==> images/met1.png <==
The bar under the picture is 100 um long.
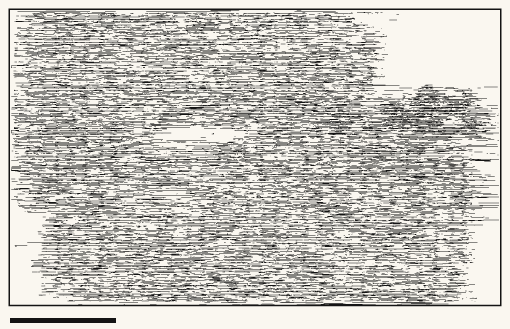
==> images/met2.png <==
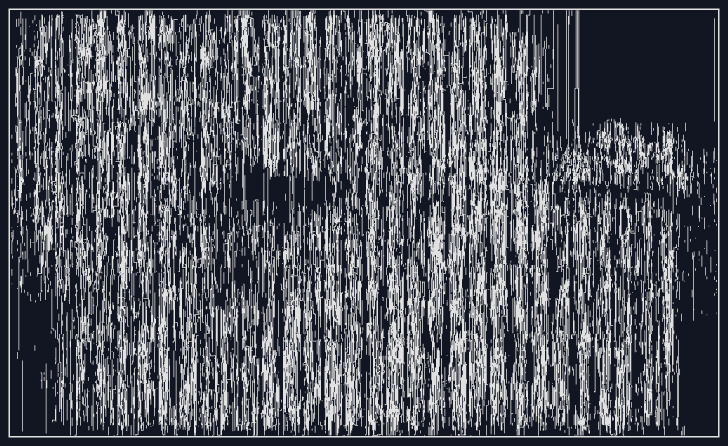
==> config.mk <==
export PLATFORM = sky130hd
export DESIGN_NAME = output_writeback_buffer_flat
export DESIGN_NICKNAME = d
export VERILOG_FILES = /design/src/rtl/output_writeback_buffer_pkg.sv /design/src/rtl/output_writeback_buffer_if.sv /design/src/rtl/output_writeback_buffer_sync_fifo.sv /design/src/rtl/output_writeback_buffer.sv /design/src/flat_wrapper.sv
export SDC_FILE = /design/constraint.sdc
export NUM_CORES = 2
export LEC_CHECK = 0
export ABC_CLOCK_PERIOD_IN_PS = 16300
export CORE_ASPECT_RATIO = 0.6
export CORE_UTILIZATION = 63
export CTS_BUF_LIST = sky130_fd_sc_hd__clkbuf_4 sky130_fd_sc_hd__clkbuf_8
export CTS_CLUSTER_DIAMETER = 120
export DETAILED_ROUTE_END_ITERATION = 6
export PLACE_DENSITY = 0.86
export SLEW_MARGIN = 20
export SYNTH_ARGS = -nofsm -noshare
export SYNTH_HDL_FRONTEND = slang
export SYNTH_SLANG_ARGS = --single-unit
==> constraint.sdc <==
create_clock -name clk -period 16.3 [get_ports clk]
set_input_delay 3.26 -clock clk [delete_from_list [all_inputs] [get_ports clk]]
set_output_delay 3.26 -clock clk [all_outputs]
set_load 0.005 [all_outputs]
==> run notes <==
Results of the flow run.

The synthesized area per cell stands at 24.0 sq um. After synthesis, the netlist uses 60 different library cells. The initial utilization of the core area, before any placement, comes to 0.636. Signal routing reaches up to met5.

The run finished, with violations left. The share of the Yosys chip area taken by registers is 0.777. The first-pass iteration count of the detailed router stands at 7. The number of register bits inferred by synthesis stands at 2,096. The synthesized netlist handed to floorplanning was reported with a cell count of 3,361. Per the timing report, the achievable frequency comes out to 107 MHz. Of the cells placed in the final design, the portion with a size suffix greater than 1 is 0.291. The synthesized netlist was found by Yosys to have 3,361 cells. The via count of the first global-routing pass stands at 39,600.

As reported, the later end of the worst-skew pair has a clock insertion delay of 0.99 ns. The final hold violation count recorded for this run is 0. The setup path with the least slack is of type flop to primary output.

TritonCTS reports the number of clock sinks as 2,096. The flip-flop count of the largest register after layout stands at 2,048. The number of cells in the finished layout apart from fillers stands at 5,716. The post-synthesis net count stands at 3,506. The synthesis report gives the async set-or-reset register share as 0.0229. The share of total power dissipated in combinational logic is 0.048.

The region available for standard cell placement spans 127,000 sq um. Final hold analysis gives a worst-case slack of 0.518 ns. The synthesis report lists the most area-consuming cells as edfxtp_1, mux4_2, dfrtp_1. The post-route core utilization stands at 0.718. The total placed cells including tap cells stands at 5,200. The routed length on met3 stands at 19.4 mm. The number of buffers on the longest clock path stands at 4. Subtracting the final worst setup slack from the clock period gives 9.35 ns. The top fanout value on the critical path stands at 110. The arrival time of the worst setup path stands at 6.09 ns. The total of cells resized after clock tree synthesis stands at 0. The portion of synthesized cell area occupied by the leading cell type stands at 0.763. The number of placement rows stands at 101. At the end of routability-driven placement, the weighted congestion stood at 0.804.

Measured in cells, the most critical reg-to-reg path has a length of 7. STA classifies the critical path startpoint as a flop. Across all setup checks in the final design, the least slack found is 6.95 ns.

The number of buffers inserted for hold repair after clock tree synthesis stands at 0. STA reports the tightest min-delay check as being of type flop to flop. Per the GRT congestion report, total overflow comes to 0. The chip occupies 130,000 sq um. Per the power-grid run, VDD falls by no more than 0.0806 mV. The script extracted a total leakage power of 27.6 nW.

The switching portion of total power comes to 0.209. The total placed instance area stands at 85,400 sq um. The registers of the reported paths see a clock transition of 0.07 ns. The mapped netlist covers 80,700 sq um. The post-route clock skew stands at 0.0882 ns. The clock H-tree reported by CTS has 5 levels. After the first detailed-routing iteration, the DRC count stood at 5,173. The summed standard-cell area reported by yosys stands at 80,700 sq um.

Power spread over the standard cell area amounts to 115 nW/um^2. In the synthesized netlist the dominant register cell turns out to be edfxtp_1. The number of max-capacitance violations reported stands at 0. The die height stands at 279 um. The routed design shows a via density per instance of 6.75. Looking at the max-slew report, the worst-margin pin has a slew of 1.28 ns. The initial antenna violation count came to 31. The wire-length estimate of the detail-placed layout is 92.2 mm. Buffers added to address setup during post-CTS repair amount to 0.

The fraction of power consumed by sequential logic stands at 0.572. The met2 wire length stands at 89.7 mm. Yosys printed 0 warnings. The setup violation total in the final timing report stands at 0. The checks that failed: DRC. The hold path depth stands at 2. Across all checked pins, the minimum headroom to the slew limit is 0.148. For the worst setup path, the data required time is 13.04 ns. The final timing summary puts the cycle share of the worst path at 0.573. The average wire length per cell after detail routing stands at 32.4 um. The design draws 10.5 mW. Summed over all instances, the cell type with the most area after synthesis is edfxtp_1. STA classifies the critical path endpoint as a primary output. The global-route total usage across every layer stands at 0.290. In the layout the commonest cells are edfxtp_1, mux4_2, clkbuf_8. The count of unresolved DRC violations after routing stands at 44.

The top cell type in the final layout, fill and taps aside, is edfxtp_1. In the final timing run, aggregate negative setup slack is 0 ns. The area growth from synthesis to layout stands at 12.9%. The number of nets with antenna violations after detailed routing stands at 0.

The net switching power figure stands at 2.18 mW. Internal power comes to 8.29 mW. The number of clock buffers inserted by TritonCTS stands at 305. For the completed layout, the total cell area is recorded as 91,100 sq um.

The relative contribution of the clock network to total power stands at 0.381. TritonCTS built the clock tree. Measured along the x axis, the die boundary spans 464 um.

The total number of nets in the final design stands at 3,953. The number of input and output port buffers inserted stands at 269. Pins over their slew limit in the final report were tallied at 0. Counting flops with a built-in enable in the synthesized netlist gives 2,048.

Setup repair after global routing left no endpoint under its margin. Entering global routing, the biggest net connects 172 pins. The detailed router put a total of 71.1 mm of wire on met1. The pre-CTS setup slack stands at 7.81 ns. OpenROAD emitted warnings numbering 71.

The first-pass GRT wire length stands at 268 mm. Per the CTS log, the root buffer master is clkbuf_8. The slack of the worst reg-to-reg path stands at 10.29 ns. The I/O pin count stands at 270.
Back to the opening pictures, met1.png:
nets with wire on the layer: 3,812
share of all routed wire: 38%
main direction: horizontal
wire length on this layer: 71.1 mm
number of vias in the routed layout: 38,600
grt met1 use: 0.415

Back to the opening pictures, met2.png:
nets with wire on the layer: 3,680
longest straight run: 87.0 um
wire length on this layer: 89.7 mm
final wirelength: 185 mm
M2 GR Usage: 0.446

## power groups by stage
stage	sequential [mW]	combinational [mW]	clock, mW
CTS	5.98	0.506	4.04
global placement	6.09	0.486	0
global route	5.98	0.533	4.26
floorplan	6.10	0.278	0
detailed placement	6.10	0.502	0
finish	5.98	0.501	3.99
## cells in the mapped netlist (all sizes together) (17+ instances only)
cell type and instances:
and2 132, buf 60, clkbuf 119, dfrtp 48, edfxtp 2048, mux4 640
nand2 30, nand3 20, nand4 17, nor2 68, nor3 19, xnor2 23
xor2 18
## critical path: stages, from the launching register on
cell and delay, ns:
dfrtp_4 0.76, buf_12 0.68, buf_4 0.85, buf_4 0.78, mux4_2 0.61, mux4_2 0.55
and2_1 0.20, clkdlybuf4s50_1 0.44
## layer usage
metal	GRT usage	up-vias
met5	0	-
met4	0.102	30
met3	0.0719	369
met2	0.446	2524
met1	0.415	20400
li1	-	15300
## final cells by class
cell class | instances | area [sq um]
flip-flops and latches | 2096 | 62700
fillers | 6667 | 35700
multi-input cells | 1076 | 17300
clock buffers | 402 | 5000
repair buffers | 319 | 3250
well taps | 1699 | 2130
clock inverters | 102 | 603
inverters | 10 | 37.5
diodes | 12 | 30.0
## kinds of logic after synthesis
| logic type | Yosys count | share of synthesized area |
|---|---|---|
| xor+xnor | 41 | 0.00445 |
| flops | 2096 | 0.777 |
| compound gates | 47 | 0.00408 |
| mux | 642 | 0.179 |
| fa+ha+maj | 12 | 0.00186 |
| buf+inv | 189 | 0.00960 |
| simple gates | 334 | 0.0236 |
No activity file was given, so power comes from the tool's default toggle rates.
